$ cat src/rtl/cmp_pkg.sv
// cmp_pkg: compare mode codes and subtractor flag bundle shared by the compare pipeline
package cmp_pkg;

    localparam logic [2:0] MODE_SGE = 3'd0;
    localparam logic [2:0] MODE_SGT = 3'd1;
    localparam logic [2:0] MODE_SLE = 3'd2;
    localparam logic [2:0] MODE_SLT = 3'd3;
    localparam logic [2:0] MODE_EQ  = 3'd4;
    localparam logic [2:0] MODE_NE  = 3'd5;
    localparam logic [2:0] MODE_UGE = 3'd6;
    localparam logic [2:0] MODE_ULT = 3'd7;

    typedef struct packed {
        logic n;
        logic v;
        logic z;
        logic c;
    } cmp_flags_t;

endpackage

$ cat src/rtl/cmp_flag.sv
// cmp_flag: maps subtractor flags and a compare mode to the 1-bit compare result
module cmp_flag
    import cmp_pkg::*;
(
    input  cmp_flags_t flags,
    input  logic [2:0] mode,
    output logic       res
);

    logic sge;
    logic sgt;

    assign sge = ~(flags.n ^ flags.v);
    assign sgt = sge & ~flags.z;

    always_comb begin
        res = 1'b0;
        case (mode)
            MODE_SGE: res = sge;
            MODE_SGT: res = sgt;
            MODE_SLE: res = ~sgt;
            MODE_SLT: res = ~sge;
            MODE_EQ:  res = flags.z;
            MODE_NE:  res = ~flags.z;
            MODE_UGE: res = flags.c;
            MODE_ULT: res = ~flags.c;
            default:  res = 1'b0;
        endcase
    end

endmodule

$ cat src/rtl/cmp_pipe.sv
// cmp_pipe: two-stage valid/ready magnitude comparator returning a flag and the flag-selected operand
module cmp_pipe
    import cmp_pkg::*;
#(
    parameter int WIDTH = 8
) (
    input  logic             CLK,
    input  logic             RESETN,
    input  logic [WIDTH-1:0] I0,
    input  logic [WIDTH-1:0] I1,
    input  logic [2:0]       MODE,
    input  logic             I_VALID,
    output logic             I_READY,
    output logic             O,
    output logic [WIDTH-1:0] O_SEL,
    output logic             O_VALID,
    input  logic             O_READY
);

    logic [WIDTH:0]   diff;
    cmp_flags_t       flags;
    logic             s1_valid;
    cmp_flags_t       s1_flags;
    logic [2:0]       s1_mode;
    logic [WIDTH-1:0] s1_a;
    logic [WIDTH-1:0] s1_b;
    logic             res;
    logic             s2_adv;

    // A - B as A + ~B + 1; the carry out doubles as the unsigned no-borrow flag
    assign diff  = {1'b0, I0} + {1'b0, ~I1} + (WIDTH + 1)'(1);
    assign flags = '{
        n: diff[WIDTH-1],
        v: (I0[WIDTH-1] ^ I1[WIDTH-1]) & (diff[WIDTH-1] ^ I0[WIDTH-1]),
        z: diff[WIDTH-1:0] == '0,
        c: diff[WIDTH]
    };

    assign s2_adv  = ~O_VALID | O_READY;
    assign I_READY = ~s1_valid | s2_adv;

    cmp_flag u_flag (
        .flags (s1_flags),
        .mode  (s1_mode),
        .res   (res)
    );

    always_ff @(posedge CLK) begin
        if (!RESETN) begin
            s1_valid <= 1'b0;
            O_VALID  <= 1'b0;
            O        <= 1'b0;
            O_SEL    <= '0;
        end else begin
            if (I_READY)
                s1_valid <= I_VALID;
            if (s2_adv) begin
                O_VALID <= s1_valid;
                O       <= res;
                O_SEL   <= res ? s1_a : s1_b;
            end
        end
    end

    // Datapath is only qualified by s1_valid, so it needs no reset
    always_ff @(posedge CLK) begin
        if (I_READY) begin
            s1_flags <= flags;
            s1_mode  <= MODE;
            s1_a     <= I0;
            s1_b     <= I1;
        end
    end

endmodule

$ cat config.mk
export PLATFORM = sky130hd
export DESIGN_NAME = cmp_pipe
export DESIGN_NICKNAME = d
export VERILOG_FILES = /design/src/rtl/cmp_pkg.sv /design/src/rtl/cmp_flag.sv /design/src/rtl/cmp_pipe.sv
export SDC_FILE = /design/constraint.sdc
export NUM_CORES = 1
export LEC_CHECK = 0
export CORE_ASPECT_RATIO = 0.8
export CORE_UTILIZATION = 40
export DETAILED_ROUTE_END_ITERATION = 7
export PLACE_DENSITY = 0.65
export SLEW_MARGIN = 20
export SYNTH_ARGS = -nofsm -noshare
export SYNTH_HDL_FRONTEND = slang
export SYNTH_SLANG_ARGS = --single-unit
$ cat constraint.sdc
create_clock -name CLK -period 6.07 [get_ports CLK]
set_input_delay 1.214 -clock CLK [delete_from_list [all_inputs] [get_ports CLK]]
set_output_delay 1.214 -clock CLK [all_outputs]
set_load 0.05 [all_outputs]
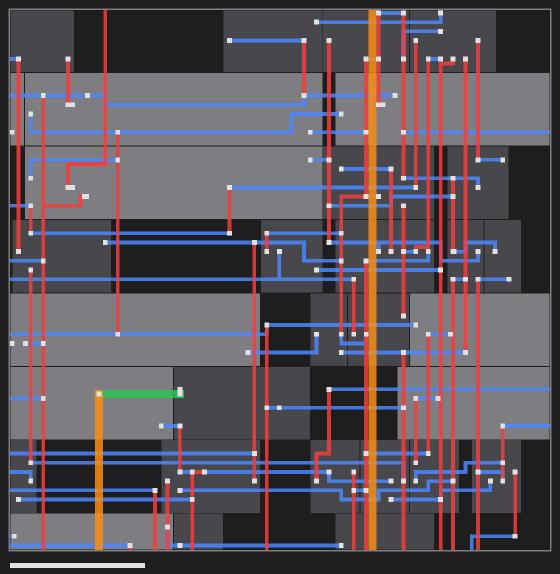
**Above:** run 1 (a small window of the routed layout).
The bar under the picture is 5 um long. Region (45, 34) to (65, 54) um. Cells in gray, sequential cells in the stronger gray; small squares are vias.
legend:
  met3:
    color: green
  met4:
    color: orange
  met1:
    color: blue
  met2:
    color: red
cells with their middle in the window: 30
most frequent: edfxtp_1 (5)
sequential cells in the window: 8
netlist names of flops here include: O_SEL (3), s1_mode (3)

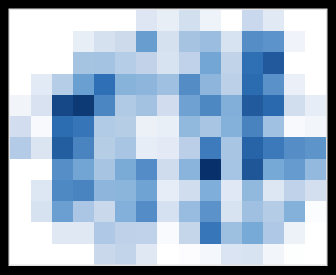
**Above:** run 1 (wire density map).
The die is cut into 15 by 12 equal tiles; white is low, dark blue is high, scaled to the fullest tile. Values are wire area over tile area, all layers added.
tiles over half the peak: 24%
mean over tiles: 0.11
densest ninth of the die: middle right
fullest tile: 0.36
emptiest ninth of the die: upper left
nearly empty tiles: 19%
total number of vias: 1,116
Detailed Route WL: 3.05 mm
post-DR wirelength/cell: 13.2 um
all-layer global routing usage: 16.2%

==> run summary, run 1 <==
The run has ended; figures from its reports follow.

Per the log, the first TritonRoute iteration ended with a DRC count of 64. The fraction of cell area in multi-input combinational cells is reported as 30.5%. The footprint of the flip-flops and latches came out at 911 um^2. The flow reports power dissipated in the clock network as 0.239 mW. STA puts the critical path data required time at 4860 ps. The number of buffers inserted during clock tree synthesis came out at 5. The effective utilization at floorplan is 42.2%.

The kind of end point of the critical path is a primary output. The number of cells traversed by the worst hold path is 2. The total cells reported by yosys after synthesis came out at 137. The chip area line in the Yosys stat output reads 0.00163 mm^2. The initial antenna violation count came out at 0. The combinational power is 0.126 mW. The cell with the largest stage delay on the worst path is clkdlybuf4s50_1.

In the hold report, the worst path ends at O$_SDFFE_PN0P_. The critical path in the final layout is reported with a setup slack of 1840 ps. The final timing report lists clock skew as 8.01 ps. The share of cell area taken by flip-flops and latches came out at 42.3%.

In the final layout, the clock buffer count is 7. Counting every sink on the clock net gives 34. The number of diodes added for antenna fixing is 0.

The run finished with clean final reports. The cell family with the largest share of critical-path delay is buffers and inverters. The proportion of register bits with asynchronous set or reset after synthesis is 0%. The capturing point of the worst reg2reg path is O_SEL[7]$_SDFFE_PN0P_.

The clock edge transition at the registers on the reported setup and hold paths is 70 ps. The power dissipated by switching net loads is 0.157 mW. The synthesized area per cell is 11.9 um^2. 34 I/O pins were placed.

The ratio of cells with drive above 1 in the final layout came out at 9.09%. STA reports a reg2reg setup slack of 4150 ps. The internal portion of the total power is 0.481 mW. The path class of the lowest-slack min-delay path is reg2reg. The post-route antenna net violation count is 0. The critical path maximum fanout is 24. The synthesized area is 0.00163 mm^2. The most numerous cell in the Yosys netlist is edfxtp_1. The startpoint identified for the worst hold timing path is O$_SDFFE_PN0P_. Counting every instance in the synthesized netlist gives 137. The worst slack at placement is 1830 ps.

The achievable clock frequency is 236 MHz. The number of nets handed over by synthesis was 169. The multi-input logic cell count came out at 89. The flip-flop and latch count after synthesis came out at 34. The final timing summary puts the cycle share of the worst path at 69.7%. The largest buffer count on any clock path is 2.

STA classifies the critical path startpoint as an input pin. The final hold violation count is 0. The power per standard cell area is 296 mW/mm^2.

The biggest area contributor in the post-synthesis netlist is edfxtp_1. Of the post-synthesis cell area, the dominant cell type holds 42.5%. The pin slew with the least headroom to its limit is 522 ps. The floorplan row count is 20.

The global placer's final weighted congestion came out at 0.779.
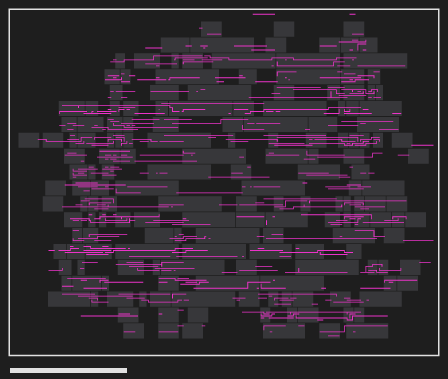
**Above:** run 1 (M1 wires).
The bar under the picture is 20 um long. Cells faint in the background.
share of all routed wire: 48%
main direction: horizontal
longest straight run: 18.9 um
fraction of met1 tracks used by global routing: 19.8%

-- run 1: routing by layer --
metal / share of wire [%] / track usage [%] / routed length (um)
met5: 0 / 0 / 0
met4: 1.7 / 7.42 / 53
met3: 3.9 / 5.95 / 118
met2: 47 / 25.8 / 1420
met1: 48 / 19.8 / 1450
-- run 1: flip-flops by register name, indices dropped and copies added (netlist names) --
| name | count |
|---|---|
| s1_mode | 3 |
| s1_valid | 1 |
| s1_a | 8 |
| O | 1 |
| s1_flags | 4 |
| O_SEL | 8 |
| O_VALID | 1 |
| s1_b | 8 |
-- run 1: cells by family (layout without fill, tap and decap cells) --
| group | count (synthesis) | in the layout | share of synthesized area, % |
|---|---|---|---|
| AND-OR/OR-AND | 39 | 39 | 15.4 |
| multiplexers | 9 | 9 | 5.62 |
| buffers and inverters | 14 | 53 | 3.69 |
| XOR/XNOR | 3 | 3 | 1.62 |
| adder cells (fa/ha/maj) | 9 | 9 | 7.38 |
| AND/OR/NAND/NOR | 29 | 29 | 10.3 |
| flip-flops | 34 | 34 | 56.0 |
-- run 1: cells in the final DEF, fill, tap and decap left out, drive strengths merged, types with 2 or more instances in the layout --
master,synthesis,final
clkdlybuf4s50,0,33
edfxtp,23,23
a21oi,14,14
dfxtp,11,11
inv,11,11
o21ai,10,10
mux2i,8,8
ha,8,8
nand2,7,7
clkbuf,1,7
nand2b,6,6
nor2b,4,4
nor2,3,3
a21o,3,3
nor3,3,3
a211oi,2,2
o2111ai,2,2
o21a,2,2
a21boi,2,2
xnor2,2,2
and3b,2,2
-- run 1: stage by stage --
stage	total power, mW	cells	utilization [%]	instance area [um^2]
final	0.638	231	55.8	2150
after CTS	0.644	231	55.8	2150
after global routing	0.664	231	55.8	2150
after floorplan	0.363	137	-	1630
after global placement	0.401	223	52.3	2010
after detailed placement	0.405	223	52.3	2010
**Run 1: signal wires by layer**

The bar under the picture is 20 um long. Only two layers are drawn.
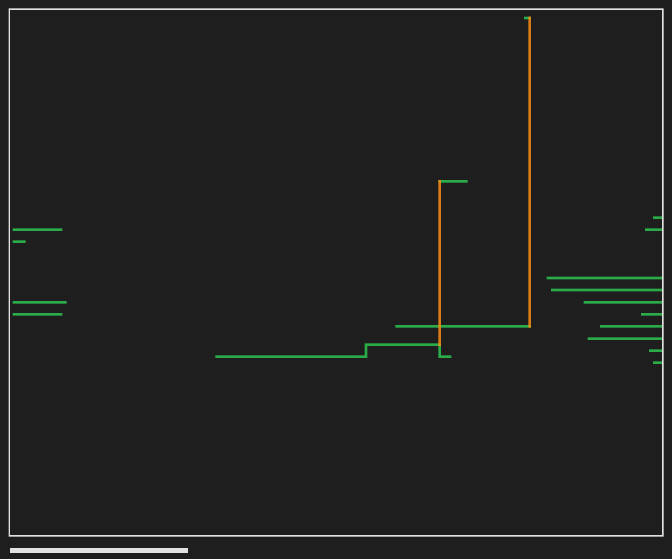

--- run 2 (diff from run 1) ---
--- a/config.mk
+++ b/config.mk
@@ -8,7 +8,7 @@
 export CORE_ASPECT_RATIO = 0.8
 export CORE_UTILIZATION = 40
 export DETAILED_ROUTE_END_ITERATION = 7
-export PLACE_DENSITY = 0.65
+export PLACE_DENSITY = 0.68
 export SLEW_MARGIN = 20
 export SYNTH_ARGS = -nofsm -noshare
 export SYNTH_HDL_FRONTEND = slang
==> constraint.sdc (replaced) <==
create_clock -name CLK -period 3.5 [get_ports CLK]
set_input_delay 0.7 -clock CLK [delete_from_list [all_inputs] [get_ports CLK]]
set_output_delay 0.7 -clock CLK [all_outputs]
set_load 0.05 [all_outputs]
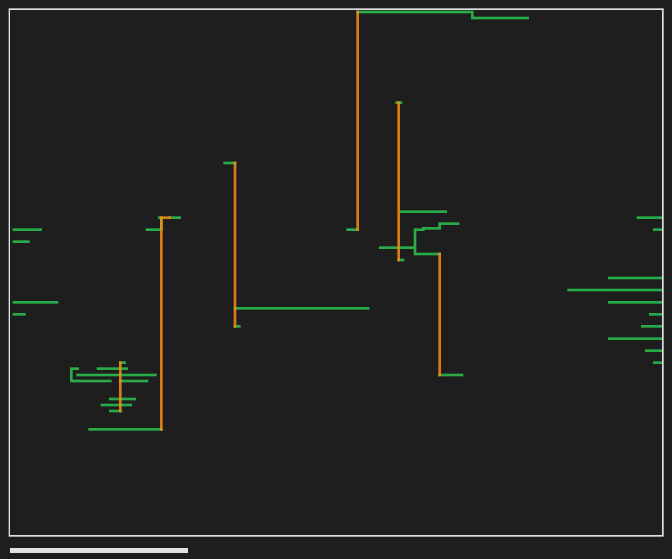
**Above:** run 2 (signal wires by layer).
The bar under the picture is 20 um long. Only two layers are drawn.
legend:
  met3:
    color: green
    wire_length: 148 um
  met4:
    color: orange
    wire_length: 104 um
all-layer global routing usage: 16.0%
post-DR wirelength/cell: 13.3 um
Detailed Route WL: 3.08 mm

==> run 2 against run 1 <==
  * First-iteration DRC count rose by 41%
  * Register-to-register slack got worse by 2500 ps
  * Sequential power increased by 73%
  * Final cell count stayed put
  * Clock skew down 5.6 ps
  * Largest cell class unchanged
==> run summary, run 2 <==
The run has ended; figures from its reports follow.

The DRC violation total after the first TritonRoute iteration came to 90 (+41%). The pin slew with the least headroom to its limit came out at 537 ps (+15.3 ps). The worst setup path is launched from an input pin. The xor-xnor portion of the synthesized cell area came out at 1.62% (unchanged). The worst stage delay on the critical path is 470 ps.

Tracing the worst setup path back leads to its startpoint at I0[0]. The proportion of register bits with asynchronous set or reset after synthesis is 0% (unchanged). The flop-to-flop setup slack was 1640 ps (-2510 ps).

The post-route antenna net violation count was 0 (unchanged). Per STA, the worst path accumulates the most delay in the family AND-OR/OR-AND gates. The layout-stage area growth over the synthesis result is 29.5%. The part of the cycle the worst path needs is 80.1%. The cell-internal power was 0.697 mW (+45%).

In the synthesized netlist the dominant register cell turns out to be edfxtp_1. The final clock skew came to 2.39 ps (-5.62 ps). The post-synthesis net count came out at 169 (unchanged). The path class of the lowest-slack min-delay path is reg2reg. The multiplexer fraction of the synthesized cell area came to 5.62% (unchanged).

The synthesized area per cell was 11.9 um^2 (unchanged). The clock edge transition at the registers on the reported setup and hold paths came out at 60 ps (about the same). The effective utilization at floorplan came to 42.2% (unchanged). The power per standard cell area is 456 mW/mm^2 (+54%). The critical path's slowest stage uses the library cell clkdlybuf4s50_1. The flip-flop and latch count after synthesis came to 34 (unchanged).

The global placer's final weighted congestion came out at 0.778 (-0.13%). The fraction of power consumed by combinational cells is 22.9%. The total cells reported by yosys after synthesis is 137 (unchanged). The top logic cell family in the synthesized netlist is AND-OR/OR-AND gates. The post-synthesis share of cell area spent on full adders, half adders and majority gates is 7.38% (unchanged). The achievable clock frequency is 357 MHz. For this run the aggregate overflow at the end of global routing stands at 0.

After synthesis, the cell types taking the most area are edfxtp_1, dfxtp_1, ha_1. The aoi/oai-family share of the synthesized area came out at 15.4% (unchanged). The total chip power came out at 0.961 mW (+51%).

OpenROAD emitted warnings numbering 26. For reference, the critical path is captured by s1_flags[1]$_DFFE_PP_. At the worst endpoint, the arrival time is 2920 ps. The number of placed cells counting well taps came out at 223 (unchanged). The later pin in the worst-skew pair is clocked with a latency of 280 ps. The required time of the worst setup path is 3610 ps (-1250 ps).

The portion of synthesized cell area occupied by the leading cell type is 42.5% (unchanged). The non-filler instance count after layout came out at 231 (unchanged). The number of cells on the worst reg-to-reg path came out at 5. The synthesized area is 0.00163 mm^2 (unchanged). The final core area utilization is 54.6% (-1.2 points). The capturing point of the worst reg2reg path is O_SEL[5]$_SDFFE_PN0P_. The top cell type in the final layout, fill and taps aside, is clkdlybuf4s50_1. The floorplan row count is 20 (unchanged).

The area figure in the yosys stat output came out at 0.00163 mm^2 (unchanged). The routed design could run at a clock period as short as 2800 ps. The I/O pin count came to 34 (unchanged). The initial antenna violation count came out at 0 (unchanged). The tree is rooted in a clkbuf_8.

The number of diodes added for antenna fixing is 0 (unchanged). The kind of end point of the critical path is a flop. The final hold violation count came out at 0 (unchanged). The leading area contributor after synthesis is edfxtp_1. The ratio of cells with drive above 1 in the final layout came to 8.52% (-0.57 points).

The footprint of the flip-flops and latches was 911 um^2 (unchanged). The switching share of power came out at 27.5%. The biggest fanout along the worst timing path is 3 (-88%).

Leaving out fill and tap cells, the most frequent cells in the layout are clkdlybuf4s50_1, edfxtp_1, a21oi_1. The area share of and/or/nand/nor cells after synthesis is 10.3% (unchanged). The number of instances in the synthesized netlist was 137 (unchanged). The setup TNS came out at 0 ps.

The worst hold slack across all endpoints came out at 462 ps. The CTS sink count was 34 (unchanged). Looking at the reg2reg group, the worst path starts from s1_flags[2]$_DFFE_PP_. The power dissipated by switching net loads is 0.264 mW (+68%). The largest buffer count on any clock path came to 2 (unchanged). The run finished with clean final reports.

The number of buffers inserted during clock tree synthesis came out at 5 (unchanged). The number of vias after detailed routing is 1,178 (+5.6%). In the final layout, the registers with the most flip-flops are O_SEL (8), s1_a (8), s1_b (8). The number of max-capacitance violations reported came out at 0. TritonRoute reported its final design rule violation total as 0. By instance count, the leading cell after synthesis is edfxtp_1.
run 2: cell counts after synthesis:
Identical to the previous run, type by type.
run 2: worst min path at each step:
stage                          start                   end  slack [ps]  cells after the start
4_1_cts               O$_SDFFE_PN0P_        O$_SDFFE_PN0P_         470                      2
3_5_place_dp          O$_SDFFE_PN0P_        O$_SDFFE_PN0P_         460                      2
2_1_floorplan  s1_valid$_SDFFE_PN0P_  O_VALID$_SDFFE_PN0P_         460                      1
5_1_grt               O$_SDFFE_PN0P_        O$_SDFFE_PN0P_         510                      2
3_3_place_gp          O$_SDFFE_PN0P_        O$_SDFFE_PN0P_         450                      2
6_report              O$_SDFFE_PN0P_        O$_SDFFE_PN0P_         460                      2
run 2: cell type report:
class,instances,area share [%]
multi-input combinational,89,31.1
sequential,34,43.3
inverter,11,1.96
timing repair buffer,34,16.5
clock buffer,6,3.45
tap,55,3.27
clock inverter,2,0.416
run 2: per-layer routing:
metal / vias to the layer above / part of all wire (%) / track usage [%]
li1: 579 / - / -
met1: 542 / 48 / 19.7
met2: 43 / 44 / 24.9
met3: 14 / 4.8 / 4.42
met4: 0 / 3.4 / 10.4
met5: - / 0 / 0
run 2: per-stage QoR:
step,area (um^2),setup WS [ps]
after floorplan,1630,1160
after global placement,2020,554
after detailed placement,2020,399
after CTS,2110,695
after global routing,2110,606
final,2110,697
run 2: power groups by stage:
stage               logic (mW)  registers [mW]  clock network, mW
finish                   0.220           0.474              0.267
global route             0.236           0.478              0.292
floorplan                0.105           0.524                  0
CTS                      0.220           0.475              0.273
global placement         0.212           0.482                  0
detailed placement       0.219           0.483                  0
run 2: worst reg2reg max path, stage by stage, from the launching register on:
cell	delay [ps]
edfxtp_1	390
xnor2_1	260
mux2_2	370
o211a_1	380
mux2i_1	250
a21oi_1	80
Power figures rest on the tool's default switching activity, not on a simulated workload.
